==> config.mk <==
export PLATFORM = sky130hd
export DESIGN_NAME = lsu_mem_ctrl
export DESIGN_NICKNAME = d
export VERILOG_FILES = /design/src/rtl/lsu_mem_ctrl.sv
export SDC_FILE = /design/constraint.sdc
export NUM_CORES = 1
export LEC_CHECK = 0
export CAP_MARGIN = 0
export CORE_MARGIN = 2
export CORE_UTILIZATION = 23
export CTS_BUF_LIST = sky130_fd_sc_hd__clkbuf_16
export DETAILED_ROUTE_END_ITERATION = 10
export DONT_BUFFER_PORTS = 1
export PLACE_DENSITY = 0.39
export SLEW_MARGIN = 20
export SYNTH_ARGS = -nofsm -noshare
export SYNTH_HDL_FRONTEND = slang
export SYNTH_SLANG_ARGS = --single-unit
==> constraint.sdc <==
create_clock -name clk -period 2.3 [get_ports clk]
set_input_delay 0.46 -clock clk [delete_from_list [all_inputs] [get_ports clk]]
set_output_delay 0.46 -clock clk [all_outputs]
set_load 0.02 [all_outputs]
==> src/rtl/lsu_mem_ctrl.sv <==
// Load/store sequencer in front of the dual-bank data memory: checks the effective address,
// holds the memory controls for the full access latency, and returns a tagged response.
module lsu_mem_ctrl #(
  parameter int LOAD_LAT  = 3,
  parameter int STORE_LAT = 3,
  parameter int ADDR_W    = 11,
  parameter int TAG_W     = 4
) (
  input  logic              clk,
  input  logic              nrst,
  input  logic              req_valid,
  output logic              req_ready,
  input  logic [2:0]        req_op,
  input  logic [31:0]       req_base,
  input  logic [11:0]       req_offset,
  input  logic [31:0]       req_wdata,
  input  logic [TAG_W-1:0]  req_tag,
  output logic              resp_valid,
  input  logic              resp_ready,
  output logic [31:0]       resp_rdata,
  output logic              resp_err,
  output logic [TAG_W-1:0]  resp_tag,
  output logic [2:0]        mem_op_code,
  output logic [ADDR_W-1:0] mem_rwaddr,
  output logic [31:0]       mem_wdata,
  output logic              mem_stall,
  input  logic [31:0]       mem_rdata,
  output logic              busy
);

  localparam int CNT_W = 8;
  localparam logic [2:0] OP_IDLE = 3'b011;

  typedef enum logic [1:0] {IDLE, ACCESS, RESP} state_t;

  state_t             state, state_nxt;
  logic [31:0]        eff;
  logic               req_err;
  logic               accept;
  logic               last;
  logic [2:0]         op_q;
  logic [ADDR_W-1:0]  addr_q;
  logic [31:0]        wdata_q;
  logic [TAG_W-1:0]   tag_q;
  logic [CNT_W-1:0]   cnt;

  always_comb begin
    eff = req_base + {{20{req_offset[11]}}, req_offset};
  end

  always_comb begin
    req_err = |eff[31:ADDR_W];
    case (req_op)
      3'b001, 3'b101: if (eff[0]) req_err = 1'b1;
      3'b010, 3'b111: if (|eff[1:0]) req_err = 1'b1;
      3'b011, 3'b110: req_err = 1'b1;
      default: ;
    endcase
  end

  assign accept = req_valid && (state == IDLE);
  assign last   = (cnt == '0);

  always_ff @(posedge clk or negedge nrst) begin
    if (!nrst) state <= IDLE;
    else       state <= state_nxt;
  end

  always_comb begin
    state_nxt = state;
    case (state)
      IDLE:    if (accept) state_nxt = req_err ? RESP : ACCESS;
      ACCESS:  if (last) state_nxt = RESP;
      RESP:    if (resp_ready) state_nxt = IDLE;
      default: state_nxt = IDLE;
    endcase
  end

  always_comb begin
    req_ready   = (state == IDLE);
    busy        = (state != IDLE);
    resp_valid  = (state == RESP);
    mem_stall   = (state != ACCESS);
    mem_op_code = (state == ACCESS) ? op_q : OP_IDLE;
    mem_rwaddr  = addr_q;
    mem_wdata   = wdata_q;
  end

  // Memory-side fields are only latched for legal requests so an erroring request never moves them.
  always_ff @(posedge clk or negedge nrst) begin
    if (!nrst) begin
      op_q       <= OP_IDLE;
      addr_q     <= '0;
      wdata_q    <= '0;
      tag_q      <= '0;
      cnt        <= '0;
      resp_rdata <= '0;
      resp_err   <= 1'b0;
      resp_tag   <= '0;
    end else if (accept) begin
      if (req_err) begin
        resp_err   <= 1'b1;
        resp_rdata <= '0;
        resp_tag   <= req_tag;
      end else begin
        op_q    <= req_op;
        addr_q  <= eff[ADDR_W-1:0];
        wdata_q <= req_wdata;
        tag_q   <= req_tag;
        cnt     <= req_op[2] ? CNT_W'(STORE_LAT) : CNT_W'(LOAD_LAT);
      end
    end else if (state == ACCESS) begin
      if (last) begin
        resp_rdata <= op_q[2] ? '0 : mem_rdata;
        resp_err   <= 1'b0;
        resp_tag   <= tag_q;
      end else begin
        cnt <= cnt - CNT_W'(1);
      end
    end
  end

endmodule

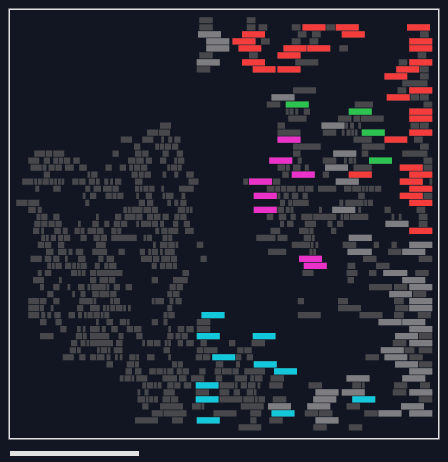
Run 1: register map, names as in the netlist
Bar = 50 um. Other sequential cells in the stronger grey, the rest of the logic in the fainter grey.
cyan -> `mem_rwaddr`  # sequential cells 11, where south
green -> `resp_tag`  # sequential cells 4, where north-east
red -> `resp_rdata`  # sequential cells 32
magenta -> `cnt`  # sequential cells 8
share of the final layout cell area in sequential cells: 0.294
flip-flop and latch power: 1760 uW
Final Core Density: 0.319
Seq. cell area: 0.00243 mm2

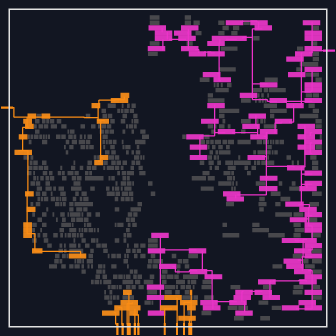
Run 1: wires at chosen ports, followed through buffers
orange -> `req_offset`  # bits 12, direction input, end cells 34, buffers 0, wire 355 um
magenta -> `nrst`  # bits 1, direction input, end cells 97, buffers 0, wire 725 um
top-level port count: 206
number of I/O port buffers: 0

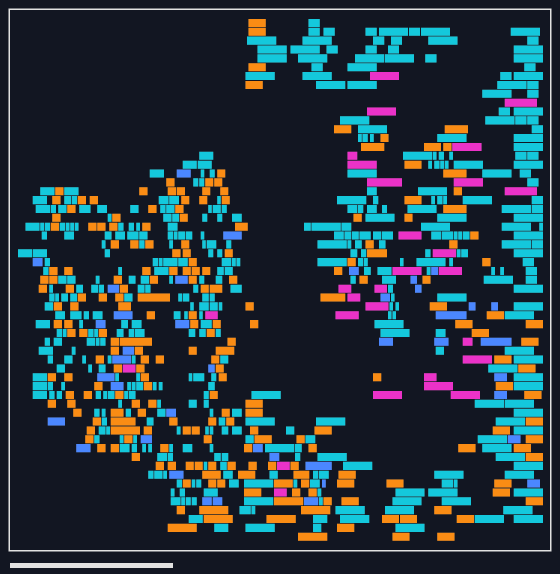
Run 1: cells by drive strength
Bar = 50 um.
blue -> _2 cells  # cells 40
cyan -> _0 and _1 cells  # cells 428
magenta -> _6 and larger  # cells 28
orange -> _3 and _4 cells  # cells 217
setup slack of the critical path after layout: -0.805 ns
non-clock buffer instance count of the final layout: 161
area delta synth->final: 37.1%
cell area after layout: 0.00826 mm2

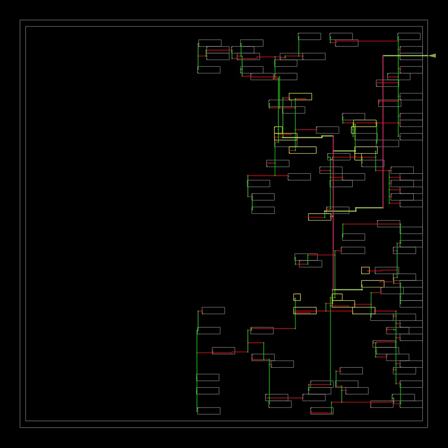
Run 1: clock wiring as the flow saved it
post-route clock skew: 0.0102 ns
clock buffer count from CTS: 9

==> results.txt, run 1 <==
Purpose: to document the outcome of synthesis and place and route.

Power and ir drop
The total power is about 4500 uW. The fraction of power spent switching nets is 0.286. The power density of the placed cells is 545 mW/mm2. IR analysis of the VDD net gives a maximum drop of 0.396 mV. The reported net switching power is approximately 1300 uW. The leakage power figure is 0.00392 uW. The sequential power share is 0.392. The share of total power dissipated in the clock network is 0.341.

Cells and area
The count of placed standard cells in the final layout, fillers left out is between 1000 and 1500. The number of clock buffer instances in the layout is 9. The library cells used most frequently in the layout, excluding fill and tap cells, are 146 x buf_4, 95 x dfrtp_1, 45 x nand2_1. The area of the multi-input gates is about 0.0037 mm2. The antenna diode count is 0. Of the total standard cell area in the layout, the multi-input combinational portion is 0.447. The number of logic gates is between 400 and 500.

Worst setup path
The nature of the critical path startpoint is an input port. Looking at the setup timing report, the critical path kind is in2reg. Among all stages on the critical path, the maximum delay recorded is 0.56 ns.

The OpenROAD report gives the critical path a required time of 2.52 ns. Together, buffers and inverters on the worst path number 2. The arrival time of data at the critical path endpoint is 3.32 ns. Per STA, the worst path is made up of ha_4, inv_2, fa_2, nand2b_4, a21oi_4, o21ai_2, a31oi_1, or4_4, a2111oi_4, and4_4, nand4_4, buf_12, mux2_4. The worst setup path is captured at a flop. The critical-path maximum fanout is 25. The timing report shows that the slowest cell on the worst path is or4_4.

The worst-case reg-to-reg setup slack stands at -0.15 ns.

Logic synthesis
Of the post-synthesis cell area, the dominant cell type holds 0.395. Of all flip-flops after synthesis, the portion carrying an async set or reset was 1.00. The most frequently used flop master after synthesis is dfrtp_1. The gate count after technology mapping is roughly 570. The dominant cell type by area after synthesis is dfrtp_1. The post-synth count of flops with an enable pin is 0. Counting the warning lines in the Yosys log gives 0. The synthesized-area fraction occupied by ao, oa, aoi and oai cells is 0.209.

The share of the yosys chip area belonging to registers is 0.403. The main area contributors are dfrtp_1 39%, mux2_4 10%, ha_1 6.9%. After synthesis, the design contains 567 cells according to Yosys. Of the total synthesized cell area, the portion taken by full adders, half adders and majority gates is 0.0719. In the synthesized netlist, the dominant kind of combinational cell is AND-OR/OR-AND gates.

Run status
The final reports fail on negative hold slack, negative setup slack. The flow ran to the end, but the final reports show violations.

Die
The width of the die is 166 um. The chip occupies 0.0275 mm2. The tap cell count is 335. In this run the standard cell core region covers 0.0259 mm2.

Global route
Global route summary, busiest routing layer listed as met2. The wire length of the first global-routing pass is between 20000 and 30000 um. For this run, global-route usage on met3 was measured as 0.0310.

The via count of the first global-routing pass is 5287. The all-layer global routing usage is 0.129.

Hold path
The kind of path behind the tightest hold check is in2async.

Drt
The pre-antenna-repair detailed-routing pass consisted of 4 iterations. The average wire length per cell after detail routing is between 15 and 20 um. The routed layout has 5129 vias. The via density per instance is 4.89. The remaining number of nets flagged by the antenna check after routing is 0. The total length of routed met3 wires is 1080 um. The number of DRC violations after detailed routing is 0.

The overall routed net length is 18300 um. The detailed router used layers up to and including met4.

Timing
Derived from the worst setup path, the maximum achievable clock frequency is around 320 MHz. The worst slack on hold paths is -0.190 ns. The actual slew at the worst max-slew pin is around 0.66 ns. The critical path in the final layout is reported with a setup slack of -0.805 ns. The final hold violation count is 96.

The final setup violation count is 97. In the final report, the number of pins over their slew limit comes to 0.

CTS
The clock tree has to reach 97 sinks. Post-CTS timing repair inserted 3 buffers for setup. The buffer cell driving the clock tree root is clkbuf_16.

Placement
After detailed placement, the total cell area comes to 0.00754 mm2. Summed over all nets, the half-perimeter wirelength after detailed placement is 14300 um. After detailed placement, the design holds a cell count of 1019.

The placement summary gives the final routability congestion estimate as 0.846.
## run 1: power groups by stage
| stage | logic, uW | registers [uW] | clock network [uW] |
|---|---|---|---|
| detailed placement | 1050 | 1790 | 0 |
| global route | 1310 | 1760 | 1650 |
| CTS | 1140 | 1760 | 1610 |
| finish | 1200 | 1760 | 1530 |
| floorplan | 582 | 1780 | 0 |
| global placement | 1050 | 1790 | 0 |
## run 1: final timing paths
kind,to,cells past startpoint,from
max,mem_wdata[28],13,req_base[0]
min,resp_rdata[14],0,nrst
max reg2reg,resp_tag[0],6,cnt[4]
min reg2reg,tag_q[2],1,tag_q[2]
max in group asynchronous,op_q[0],0,nrst
min in group clk,state[1],1,resp_ready
==> run 2, diff against run 1 <==
--- a/config.mk
+++ b/config.mk
@@ -6,13 +6,15 @@
 export NUM_CORES = 1
 export LEC_CHECK = 0
 export CAP_MARGIN = 0
+export CELL_PAD_IN_SITES_DETAIL_PLACEMENT = 0
+export CELL_PAD_IN_SITES_GLOBAL_PLACEMENT = 1
 export CORE_MARGIN = 2
 export CORE_UTILIZATION = 23
 export CTS_BUF_LIST = sky130_fd_sc_hd__clkbuf_16
 export DETAILED_ROUTE_END_ITERATION = 10
 export DONT_BUFFER_PORTS = 1
-export PLACE_DENSITY = 0.39
-export SLEW_MARGIN = 20
+export GPL_TIMING_DRIVEN = 0
+export PLACE_DENSITY = 0.48
 export SYNTH_ARGS = -nofsm -noshare
 export SYNTH_HDL_FRONTEND = slang
 export SYNTH_SLANG_ARGS = --single-unit
==> run 2 against run 1 <==
Against the previous run: sequential power about the same; the run still ends with negative hold slack, negative setup slack left; wire length down 1.3%; clock power down 5%; hold slack worse by 0.0038 ns; clock-buffer cell count unchanged; global-route usage down 0.36 points; clock skew down 0.0051 ns; cell count down 11%; register-to-register slack worse by 0.30 ns; highest routed layer unchanged.
==> results.txt, run 2 <==
Purpose: to document the outcome of synthesis and place and route.

Worst setup path
The slowest cell on the critical path is a2111oi_4. In this run the number of cells on the critical path is 15. The critical path in this run is classified as in2reg. The slack of the worst reg-to-reg path is -0.45 ns.

The longest individual stage delay on the worst path is 0.51 ns. The worst reg-to-reg path cell count is 7. The capturing instance or port of the critical path is mem_wdata[31]. The arrival time of data at the critical path endpoint is 3.53 ns. Per the timing report, the most critical flop-to-flop path originates at cnt[2]. For reference, the critical path cell chain is ha_4, inv_2, fa_2, nand2b_4, a21oi_4, o211ai_1, a2111oi_4, buf_4, o21ai_2, xnor2_2, nor2_4, nand4_4, buf_12, clkbuf_16, mux2_4. The required time at the worst-slack endpoint is 2.52 ns. The type of destination of the critical path is a flop. The number of buffer and inverter instances along the worst setup path is 4. The critical-path maximum fanout is 7. The worst setup path is launched from an input port. The reg-to-reg critical path endpoint is resp_rdata[15].

The start point of the critical path is req_base[0].

Run status
The run finished, with violations left. The checks that failed: negative hold slack, negative setup slack.

Hold path
The most critical min-delay path falls under in2async.

Logic synthesis
The share of the yosys chip area belonging to registers is 0.403. Of the total synthesized cell area, the portion taken by XOR and XNOR cells is 0.0291. The portion of synthesized cell area occupied by the leading cell type is 0.395. In the synthesized netlist, the number of instances is 567. The cell-mix breakdown from Yosys lists the adder-cell area share as 0.0719. The number of cell instances after yosys synthesis is 567. The cell-mix breakdown from Yosys lists the compound-gate area share as 0.209. Yosys attributes the largest share of cell area to dfrtp_1 39%, mux2_4 10%, ha_1 6.9%.

Sorting the Yosys area breakdown by cell type puts at the top dfrtp_1. The share of async-settable or async-resettable flops after synthesis is 1.00. Counting flops with a built-in enable in the synthesized netlist gives 0. The most frequently used flop master after synthesis is dfrtp_1.

In the synthesized netlist, the dominant kind of combinational cell is AND-OR/OR-AND gates.

Global route
The most heavily used metal layer in global routing is met2. The wire length of the first global-routing pass is ~28000 um. The met3 layer usage reported by global route is 0.0350.

The global routing report lists combined usage of all routing layers as 0.126. The via count of the first global-routing pass was 4768.

CTS
After clock tree synthesis, the setup repair step added 10 buffers. The total clock buffers created by CTS is 9. The buffer cell driving the clock tree root is clkbuf_16.

The CTS log lists the clock sinks for this run as a little under 100.

Placement
The weighted congestion reported at the end of routability-driven placement is 0.761. Once placement finished, the instance area stood at 0.00658 mm2. Before CTS, the worst setup slack after placement is -1.87 ns.

The count of buffers inserted at the top-level ports is 0. The placed wire-length estimate is 14200 um.

Power and ir drop
In this run the power spent charging and discharging nets is 1220 uW. The power drawn by the sequential cells is between 1500 and 2000 uW. In this run, power in combinational logic comes to 834 uW. Across the VDD grid, the largest voltage drop is 0.376 mV. The dominant power group in this design is sequential cells.

In this run the static leakage power is 0.00330 uW. The clock share of power is 0.358. The script computed the net switching share of total power as 0.303. The total power is 4040 uW.

Timing
The fmax is 302 MHz. The final hold violation count is 95. The final timing report gives a worst setup slack of -1.01 ns. From the final report, the count of setup violators was given as about 97. The final setup skew is 0.00507 ns. The number of max-slew violations in the final report is 0. The worst slack on hold paths is -0.194 ns.

Run
Across the run, the number of max-cap violations was 0.

Cells and area
0 antenna diodes ended up in the layout. Leaving out filler cells and counting taps, the final layout contains 928. By instance count after routing, the leading logic cell types are 95 x dfrtp_1, 45 x nand2_1, 44 x mux2_4. Once layout is complete, the utilization of the core stands at 0.278.

Drt
Detailed routing placed a total of 1240 um of wire on met3. The routed layout reports a DRC error count of 0. After detailed routing, the average wire length per cell comes to 19.5 um. The via density per instance is between 5 and 6.

In this run the remaining antenna-violating nets after routing total 0. For this run, the detailed router's first-pass iteration total came to 4. The detailed router used layers up to and including met4.

Die
The total I/O pin count is between 200 and 250. The placeable core region is around 0.026 mm2. According to the floorplan report, the total die area is 0.0275 mm2.
==> run 2: area by class of cell <==
| class | instances | area (um2) | share of cell area |
|---|---|---|---|
| timing repair buffer | 14 | 163 | 0.0226 |
| multi-input combinational | 423 | 3610 | 0.502 |
| clock inverter | 7 | 60.1 | 0.00834 |
| inverter | 16 | 60.1 | 0.00834 |
| clock buffer | 9 | 225 | 0.0313 |
| tap | 335 | 419 | 0.0582 |
| buffer | 27 | 229 | 0.0318 |
| sequential | 97 | 2430 | 0.338 |
==> run 2: cell families after synthesis <==
kind of cell | after synthesis
adders and majority gates | 34
DFF | 97
and+or+nand+nor | 148
buffers and inverters | 47
muxes | 54
AOI/OAI and AO/OA | 167
xor gates and xnor gates | 20
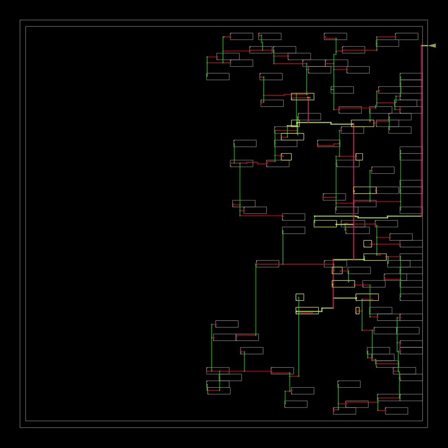
Run 2: clock wiring as the flow saved it
Latency at later pin: 0.34 ns
power of the clock network: 1450 uW
total number of sequential cells: 97

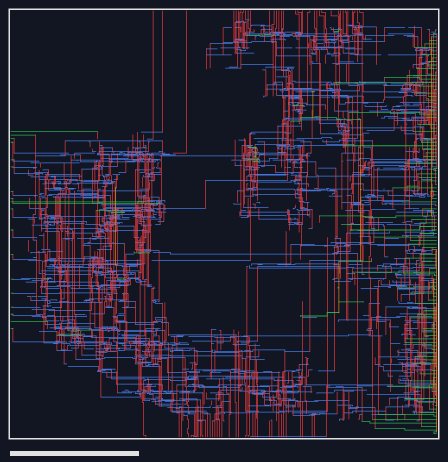
Run 2: routed metal, one colour a layer
Bar = 50 um.
green -> metal 3  # wire length 1240 um
blue -> metal 1  # wire length 7740 um
red -> metal 2  # wire length 8810 um
orange -> metal 4  # wire length 302 um
via count: 4669
total wire length after detailed routing: 18100 um

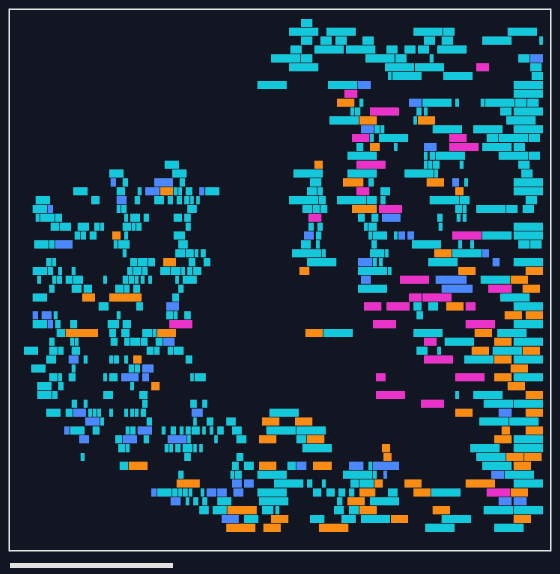
Run 2: cells by drive strength
Bar = 50 um.
orange -> _3 and _4 cells  # cells 71
blue -> _2 cells  # cells 56
cyan -> _0 and _1 cells  # cells 438
magenta -> _6 and larger  # cells 28
cell area after layout: 0.00720 mm2
setup slack of the critical path after layout: -1.01 ns
non-clock buffer instance count of the final layout: 41
area delta synth->final: 19.5%

Power figures rest on the tool's default switching activity, not on a simulated workload.
